===== config.mk =====
export PLATFORM = sky130hd
export DESIGN_NAME = bulls_cows_game_ctrl
export DESIGN_NICKNAME = d
export VERILOG_FILES = /design/src/rtl/bc_pkg.sv /design/src/rtl/bulls_cows_game_ctrl_scorer.sv /design/src/rtl/bulls_cows_game_ctrl.sv
export SDC_FILE = /design/constraint.sdc
export NUM_CORES = 1
export LEC_CHECK = 0
export ABC_AREA = 1
export CAP_MARGIN = 10
export CORE_MARGIN = 3
export CORE_UTILIZATION = 30
export DETAILED_ROUTE_END_ITERATION = 12
export SLEW_MARGIN = 10
export SYNTH_ARGS = -nofsm -noshare
export SYNTH_HDL_FRONTEND = slang
export SYNTH_SLANG_ARGS = --single-unit

===== constraint.sdc =====
create_clock -name clk -period 6.7 [get_ports clk]
set_input_delay 2.01 -clock clk [delete_from_list [all_inputs] [get_ports clk]]
set_output_delay 2.01 -clock clk [all_outputs]
set_load 0.02 [all_outputs]

===== src/rtl/bc_pkg.sv =====
// Shared types and constants for the Bulls-and-Cows round controller.
// Holds the FSM state enum and the binary-to-decimal digit split helpers.
package bc_pkg;

   typedef enum logic [2:0] {
      S_IDLE,
      S_READY,
      S_SPLIT,
      S_SCORE,
      S_WIN,
      S_LOSE
   } state_t;

   localparam int MAX_VAL   = 99;
   localparam int WIN_BULLS = 2;
   localparam int DIGIT_W   = 4;

   function automatic logic [DIGIT_W-1:0] tens_of(input logic [7:0] v);
      logic [7:0] q;
      q = v / 8'd10;
      return q[DIGIT_W-1:0];
   endfunction

   function automatic logic [DIGIT_W-1:0] units_of(input logic [7:0] v);
      logic [7:0] r;
      r = v % 8'd10;
      return r[DIGIT_W-1:0];
   endfunction

endpackage


===== src/rtl/bulls_cows_game_ctrl_scorer.sv =====
// Combinational Bulls-and-Cows scorer for two-digit secret and guess.
// Ports: i_sec_t/i_sec_u, i_gue_t/i_gue_u digits in; o_bulls, o_cows out.
module bc_scorer
   import bc_pkg::*;
(
   input  logic [DIGIT_W-1:0] i_sec_t,
   input  logic [DIGIT_W-1:0] i_sec_u,
   input  logic [DIGIT_W-1:0] i_gue_t,
   input  logic [DIGIT_W-1:0] i_gue_u,
   output logic [2:0]         o_bulls,
   output logic [2:0]         o_cows
);

   logic w_bt;
   logic w_bu;
   logic w_ct;
   logic w_cu;

   assign w_bt = (i_gue_t == i_sec_t);
   assign w_bu = (i_gue_u == i_sec_u);

   // A bull on either position removes both that guess digit and that
   // secret digit from cow matching.
   assign w_ct = !w_bt && !w_bu && (i_gue_t == i_sec_u);
   assign w_cu = !w_bu && !w_bt && (i_gue_u == i_sec_t);

   assign o_bulls = {2'b00, w_bt} + {2'b00, w_bu};
   assign o_cows  = {2'b00, w_ct} + {2'b00, w_cu};

endmodule


===== src/rtl/bulls_cows_game_ctrl.sv =====
// Bulls-and-Cows round controller: secret latch, guess pipeline, scoring.
// Ports: clk/rst, i_set_secret/i_secret_in, i_guess_valid/i_guess_in in;
//   o_guess_ready, o_bulls, o_cows, o_result_valid, o_attempts,
//   o_win, o_lose, o_err out (all registered or state-derived).
module bulls_cows_game_ctrl
   import bc_pkg::*;
#(
   parameter int MAX_TRIES = 8,
   parameter int CNT_W     = 4
) (
   input  logic             clk,
   input  logic             rst,
   input  logic             i_set_secret,
   input  logic [7:0]       i_secret_in,
   input  logic             i_guess_valid,
   input  logic [7:0]       i_guess_in,
   output logic             o_guess_ready,
   output logic [2:0]       o_bulls,
   output logic [2:0]       o_cows,
   output logic             o_result_valid,
   output logic [CNT_W-1:0] o_attempts,
   output logic             o_win,
   output logic             o_lose,
   output logic             o_err
);

   state_t r_state;
   state_t w_next;

   logic [DIGIT_W-1:0] r_sec_t, r_sec_u;
   logic [DIGIT_W-1:0] r_gue_t, r_gue_u;
   logic [2:0]         r_bulls, r_cows;
   logic [CNT_W-1:0]   r_att;
   logic               r_rv, r_win, r_lose, r_err;

   logic [DIGIT_W-1:0] w_in_t, w_in_u;
   logic [2:0]         w_bulls, w_cows;
   logic [CNT_W-1:0]   w_att_inc;
   logic               w_sec_ok, w_sec_bad;
   logic               w_guess_take, w_guess_ok, w_guess_bad;

   assign w_in_t = tens_of(i_secret_in);
   assign w_in_u = units_of(i_secret_in);

   assign w_sec_ok  = i_set_secret
                   && (i_secret_in <= 8'(MAX_VAL))
                   && (w_in_t != w_in_u);
   assign w_sec_bad = i_set_secret && !w_sec_ok;

   // A set_secret pulse always swallows a simultaneous guess.
   assign w_guess_take = !i_set_secret && i_guess_valid
                      && (r_state == S_READY);
   assign w_guess_ok   = w_guess_take && (i_guess_in <= 8'(MAX_VAL));
   assign w_guess_bad  = w_guess_take && !w_guess_ok;

   assign w_att_inc = (r_att < CNT_W'(MAX_TRIES)) ? r_att + 1'b1 : r_att;

   bc_scorer u_scorer (
      .i_sec_t (r_sec_t),
      .i_sec_u (r_sec_u),
      .i_gue_t (r_gue_t),
      .i_gue_u (r_gue_u),
      .o_bulls (w_bulls),
      .o_cows  (w_cows)
   );

   always_ff @(posedge clk) begin
      if (rst) r_state <= S_IDLE;
      else     r_state <= w_next;
   end

   always_comb begin
      w_next = r_state;
      if (w_sec_ok) begin
         w_next = S_READY;
      end else begin
         case (r_state)
            S_READY: if (w_guess_ok) w_next = S_SPLIT;
            S_SPLIT: w_next = S_SCORE;
            // Verdict flags were registered with the score itself.
            S_SCORE: begin
               if (r_win)       w_next = S_WIN;
               else if (r_lose) w_next = S_LOSE;
               else             w_next = S_READY;
            end
            default: w_next = r_state;
         endcase
      end
   end

   always_ff @(posedge clk) begin
      if (rst) begin
         r_sec_t <= '0;
         r_sec_u <= '0;
         r_gue_t <= '0;
         r_gue_u <= '0;
         r_bulls <= '0;
         r_cows  <= '0;
         r_att   <= '0;
         r_rv    <= 1'b0;
         r_win   <= 1'b0;
         r_lose  <= 1'b0;
         r_err   <= 1'b0;
      end else begin
         r_rv  <= 1'b0;
         r_err <= w_sec_bad || w_guess_bad;
         if (w_sec_ok) begin
            r_sec_t <= w_in_t;
            r_sec_u <= w_in_u;
            r_bulls <= '0;
            r_cows  <= '0;
            r_att   <= '0;
            r_win   <= 1'b0;
            r_lose  <= 1'b0;
         end else if (w_guess_ok) begin
            r_gue_t <= tens_of(i_guess_in);
            r_gue_u <= units_of(i_guess_in);
         end else if (r_state == S_SPLIT) begin
            r_bulls <= w_bulls;
            r_cows  <= w_cows;
            r_rv    <= 1'b1;
            r_att   <= w_att_inc;
            r_win   <= (w_bulls == 3'(WIN_BULLS));
            r_lose  <= (w_bulls != 3'(WIN_BULLS))
                    && (w_att_inc == CNT_W'(MAX_TRIES));
         end
      end
   end

   assign o_guess_ready  = (r_state == S_READY);
   assign o_bulls        = r_bulls;
   assign o_cows         = r_cows;
   assign o_result_valid = r_rv;
   assign o_attempts     = r_att;
   assign o_win          = r_win;
   assign o_lose         = r_lose;
   assign o_err          = r_err;

endmodule


==> summary.txt, run 1 <==
status = finished clean
sw power = 213 uW
biggest area cells = dfxtp_1, nand2_1, inv_1, nand3_1, nor2_1
met3 Resource Use GR = 2.53%
largest net degree at the start of global routing = 18
Seq share, synth = 25.0%
count of cell types in the netlist = 34
Clock power frac = 26.0%
IO buf count = 32
xor+xnor area frac = 7.30%
adder share = 3.13%
#FFs+latches synth = 30
mean post-synth cell area = 6.32 um2
first-pass GRT wire length = 8.87 mm
pwr dens = 196 nW/um2
drt first-iter violations = 82
setup_tns = 0 ps
Hold Path Sink = o_cows[1]
buffers plus inverters on the worst setup path = 4
Insertion Delay late pin = 280 ps
IO Count = 35
Max Slew Vio Count = 0
Final ANT Viol Nets = 0
crit path capture type = flop
CTS root buf = clkbuf_8
CP startpoint kind = input port
Initial Util = 32.1%
routed vias = 2289
number of fill cells = 813
CTS tree = yes
Top cell area share = 25.0%
dpl ws = 1260 ps
hold-fix buffer count after cts = 0
post-layout min period = 5120 ps
Cells after Synth = 380
CTS HTree Levels = 2
vias per cell = 4.47
met1 Use GR = 15.3%
setup bufs post-CTS = 0
cts repair resizes = 0
maxcap violations = 0
Comb pwr share = 39.8%
Max stage delay on crit path = 570 ps
CTS Buf Count = 5
nets = 438
sequential share of power = 34.2%
grt total ovfl = 0
r2r worst-path depth = 7
Final Hold Viols = 0
Hold Crit Class = flop to flop
num rows = 31
met2 Use GR = 20.0%
vias in the first global route = 2132
RSZ-0062 raised after global routing = no
Synth Area in Compound Gates = 9.91%
yosys stat chip area = 2400 um2
reg2reg end = r_gue_t[0]
ys async rst share = 0%
most used flip-flop cell = dfxtp_1
hold depth = 2
Crit-path slowest cell = clkdlybuf4s50_1
DIE HEIGHT = 95.4 um
CP dominant cell by count = nand2_2
Log Warnings = 27
routability congestion estimate from global placement = 0.780
dpl hpwl = 4.00 mm
post-layout period usage of the worst path = 76.4%
WP data arrival = 5280 ps
DRC = 0
Hold Startpoint = o_cows[1]
Logic family by area = simple AND/OR/NAND/NOR gates
Tot GR Track Use = 11.9%
initial antenna violation count = 0
final setup vio count = 0
==> run 1: stage by stage <==
step | power (uW) | hold slack (ps) | area [um2] | utilization, %
after global placement | 423 | 515 | 2800 | 37.4
after floorplan | 378 | 487 | 2400 | -
after CTS | 574 | 532 | 2890 | 38.6
after global routing | 618 | 568 | 2890 | 38.6
final | 568 | 532 | 2890 | 38.6
after detailed placement | 425 | 517 | 2800 | 37.4
==> run 1: state kept, by name (all words and copies together), names as in the netlist <==
signal,count
o_attempts,4
r_gue_t,4
r_gue_u,4
r_sec_t,4
r_sec_u,4
r_state,3
o_bulls,2
o_cows,2
o_err,1
o_lose,1
o_result_valid,1
==> run 1: worst max path at each step <==
| stage | from | endpoint | slack, ps | cells past startpoint |
|---|---|---|---|---|
| final | i_secret_in[7] | o_cows[1] | 1580 | 27 |
| after CTS | i_secret_in[7] | o_cows[1] | 1560 | 27 |
| after global placement | i_secret_in[7] | o_lose | 1400 | 25 |
| after floorplan | i_secret_in[5] | o_attempts[0] | 2320 | 26 |
| after global routing | i_secret_in[5] | o_cows[1] | 1190 | 27 |
| after detailed placement | i_secret_in[7] | o_lose | 1260 | 27 |
==> run 1: power groups by stage <==
stage	Clock, uW	Combinational (uW)	Sequential, uW
floorplan	0	181	197
global placement	0	225	198
detailed placement	0	227	198
CTS	151	229	194
global route	160	263	195
finish	148	226	194
==> run 1: final cells by class <==
cell class / count / share of cell area [%]
tap: 99 / 4.28
clock inverter: 1 / 0.173
multi-input combinational: 279 / 52.3
timing repair buffer: 33 / 11.3
sequential: 30 / 20.8
inverter: 63 / 8.17
clock buffer: 7 / 2.98
==> run 1: worst min-delay path: stages, from the launching register on <==
cell and delay [ps]:
dfxtp_1 340, mux2i_1 70, nor2_1 80
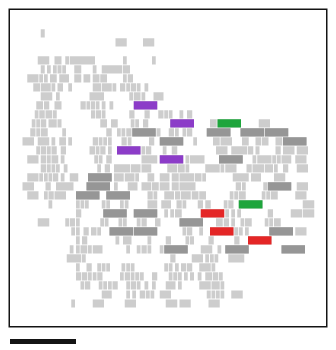
run_1/ff_map.png
Scale bar: 20 um.
| colour | netlist name | placed flops |
|---|---|---|
| red | r_state | 3 |
| purple | r_sec_u | 4 |
| green | o_bulls | 2 |
not coloured: 21
register area: 601 um2
post-layout util: 38.6%
Seq area share: 20.8%
Flop+latch power: 194 uW

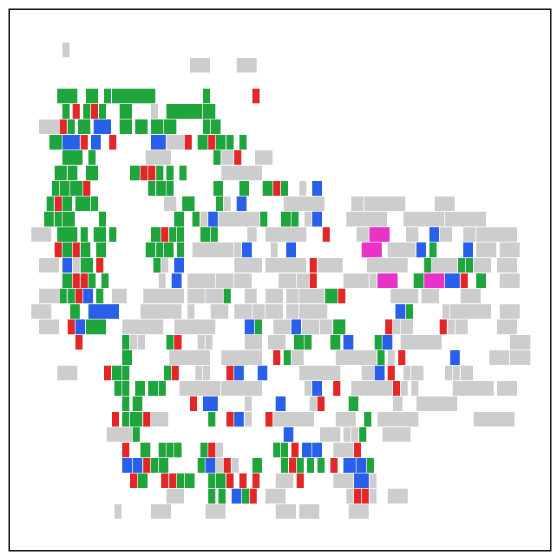
run_1/gates.png
| colour | family | cells |
|---|---|---|
| magenta | mux cells | 4 |
| green | nand cells | 146 |
| red | inv cells | 63 |
| blue | aoi and oai cells | 43 |
Comb/total area: 52.3%
Finished Layout Cells: 512
most common cell after layout, fill and taps aside: nand2_1

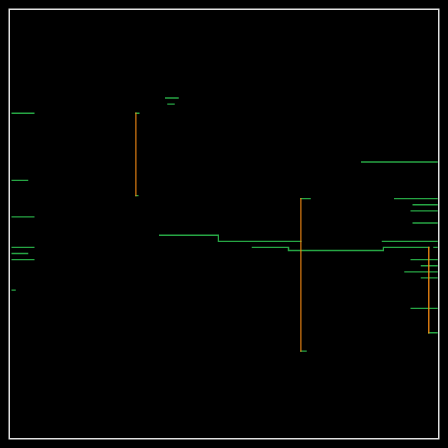
run_1/layers.png
Only two layers are drawn.
| colour | layer | wire length |
|---|---|---|
| green | M3 | 192 um |
| orange | M4 | 71.4 um |
Wirelength per Cell: 9.68 um
WL final: 4.96 mm

run_1/congestion_map.png
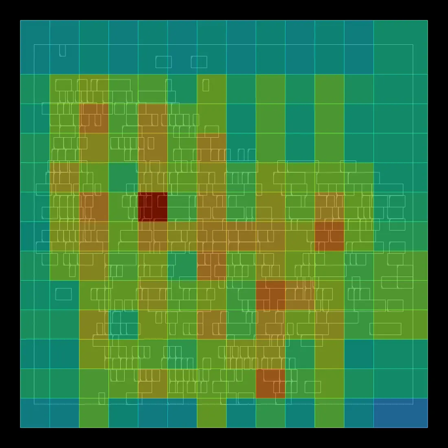

==> run 1 -> run 2 <==
==> constraint.sdc (replaced) <==
create_clock -name clk -period 4.8 [get_ports clk]
set_input_delay 1.44 -clock clk [delete_from_list [all_inputs] [get_ports clk]]
set_output_delay 1.44 -clock clk [all_outputs]
set_load 0.02 [all_outputs]
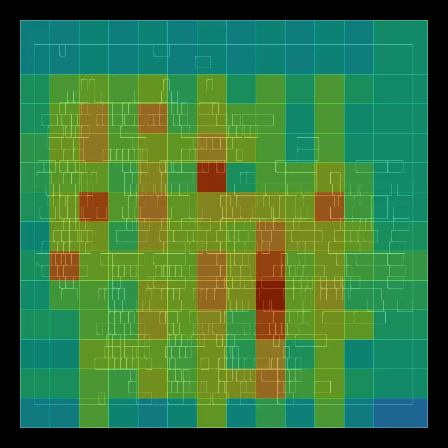
run_2/congestion_map.png
Wirelength per Cell: 10.1 um
met3 Resource Use GR: 2.37%

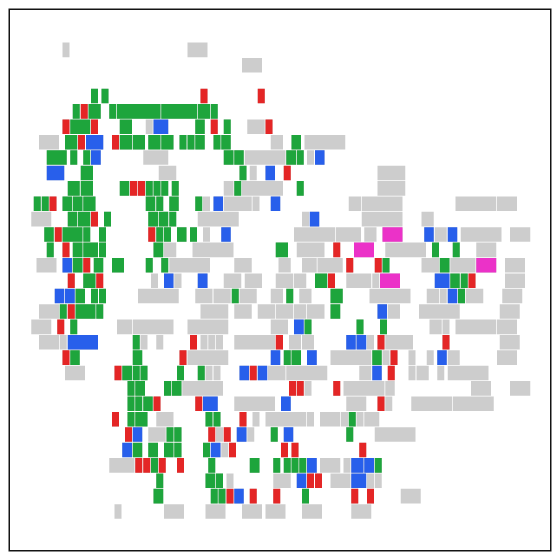
run_2/gates.png
| colour | family | cells |
|---|---|---|
| red | inv cells | 63 |
| magenta | mux cells | 4 |
| green | nand cells | 146 |
| blue | aoi and oai cells | 43 |
Finished Layout Cells: 514
Comb/total area: 52.0%

==> summary.txt, run 2 <==
Worst VDD drop = 94.2 uV
maxcap violations = 0 (unchanged)
ys async rst share = 0% (unchanged)
Worst Tran Pin Value = 775 ps
#FFs+latches synth = 30 (unchanged)
Clock power frac = 26.1% (about the same)
number of fill cells = 824 (+1.4%)
dpl hpwl = 4.24 mm (+6.0%)
sw power = 300 uW (+41%)
drt first-iter violations = 43 (-48%)
setup_tns = 0 ps (unchanged)
nets = 440 (+0.46%)
initial antenna violation count = 0 (unchanged)
pwr dens = 275 nW/um2 (+40%)
largest net degree at the start of global routing = 18 (unchanged)
cts repair resizes = 0 (unchanged)
WL final = 5.18 mm (+4.4%)
Log Warnings = 27 (unchanged)
RSZ-0062 raised after global routing = no
count of cell types in the netlist = 34 (unchanged)
mean post-synth cell area = 6.32 um2 (unchanged)
routed vias = 2345 (+2.4%)
met2 Use GR = 21.5% (+1.5 points)
Max Slew Vio Count = 0 (unchanged)
cell area after layout = 2910 um2 (+0.52%)
area leader, netlist = dfxtp_1
final setup vio count = 0 (unchanged)
overall power = 799 uW (+41%)
fmax = 0.233 GHz
Seq share, synth = 25.0% (unchanged)
Tot GR Track Use = 12.2% (+0.26 points)
CTS Buf Count = 5 (unchanged)
Leakage = 0.00140 uW
Flop+latch power = 271 uW (+40%)
synth cell count leaders = nand2_1, inv_1, nand3_1
DP Area = 2820 um2 (+0.54%)
Logic power comb = 320 uW (+42%)
Comb pwr share = 40.0% (+0.2 points)
grt total ovfl = 0 (unchanged)
IO Count = 35 (unchanged)
Area Overhead vs Synth = 21.2%
vias in the first global route = 2119 (-0.61%)
Worst Skew = 8.70 ps
IO buf count = 32 (unchanged)
num rows = 31 (unchanged)
Top cell area share = 25.0% (unchanged)
antenna diode instance count = 0
crit path capture type = flop
CTS root buf = clkbuf_8
DRC = 0 (unchanged)
met1 Use GR = 15.1% (-0.29 points)
yosys stat chip area = 2400 um2 (unchanged)
CTS tree = yes
WP data arrival = 4450 ps (-830 ps)
sequential share of power = 33.9% (-0.3 points)
Initial Util = 32.1% (unchanged)
clk slew on worst S/H paths = 60 ps
Cell Area, Synth = 2400 um2
setup bufs post-CTS = 0 (unchanged)
Final ANT Viol Nets = 0 (unchanged)
critical path class = input port to flop
post-layout period usage of the worst path = 89.3%
CP startpoint kind = input port
Main power group = combinational cells
first-pass GRT wire length = 8.98 mm (+1.2%)
critical path fanouts, max = 12
Max transition margin = 48.2%
Insertion Delay late pin = 280 ps (about the same)
clock network power = 208 uW (+41%)
post-layout min period = 4290 ps
biggest area cells = dfxtp_1, nand2_1, inv_1, nand3_1, nor2_1
vias per cell = 4.56 (+2.0%)
most common cell after layout, fill and taps aside = nand2_1
CTS HTree Levels = 2 (unchanged)
Final Hold Viols = 0 (unchanged)
placed insts = 506
hold-fix buffer count after cts = 0 (unchanged)
status = finished clean
most used flip-flop cell = dfxtp_1
Hold Crit Class = flop to flop
post-layout util = 38.8% (+0.20 points)
DIE HEIGHT = 95.4 um (unchanged)
routability congestion estimate from global placement = 0.771 (-1.1%)
Cells after Synth = 380 (unchanged)
-- run 2: cell counts after synthesis --
Identical to the previous run, type by type.
-- run 2: cell families after synthesis --
logic type / share of synthesized area (%)
simple gates: 40.5
other cells: 0.156
compound gates: 9.91
flops: 25.0
xor+xnor: 7.30
mux: 1.67
fa+ha+maj: 3.13
buf+inv: 12.4
-- run 2: path summary, 6_finish.rpt --
| check | startpoint | endpoint | slack (ps) | cells past startpoint |
|---|---|---|---|---|
| worst max register to register | r_gue_t[1] | o_cows[0] | 2800 | 10 |
| worst min register to register | o_cows[1] | o_cows[1] | 540 | 2 |
| worst max-delay path | i_secret_in[7] | o_cows[1] | 510 | 27 |
| worst min-delay path | o_cows[1] | o_cows[1] | 540 | 2 |
-- run 2: layout make-up --
type	count	area, um2	area share (%)
Inverter	63	236	8.13
Clock buffer	7	86.3	2.97
Sequential cell	30	601	20.7
Clock inverter	1	5.00	0.172
Tap cell	99	124	4.26
Multi-Input combinational cell	279	1510	52.0
Timing Repair Buffer	35	343	11.8
-- run 2: metrics by stage --
| step | hold slack (ps) | setup slack [ps] |
|---|---|---|
| floorplan | 487 | 990 |
| detailed placement | 522 | 188 |
| CTS | 539 | 487 |
| finish | 540 | 514 |
| global placement | 516 | 290 |
| global route | 556 | 76.7 |
-- run 2: worst max-delay path, cell delays in order --
cell and delay (ps):
clkdlybuf4s50_1 570, inv_1 70, nand2_1 110, nand3_2 120, nand2_2 100, nand2_2 70, nand2_1 60, nand2_1 70
inv_2 70, nand2_2 60, nand2_2 100, nand2_2 60, nand2_2 60, inv_2 40, o21ai_2 210, nand2_2 110
ha_1 200, xnor2_1 150, nand2_1 80, nand2_1 80, nand2_1 50, nand2_1 60, nor2_2 40, nand2_2 60
nand2_2 70, nand2_2 280, nor2_1 60
Power figures rest on the tool's default switching activity, not on a simulated workload.
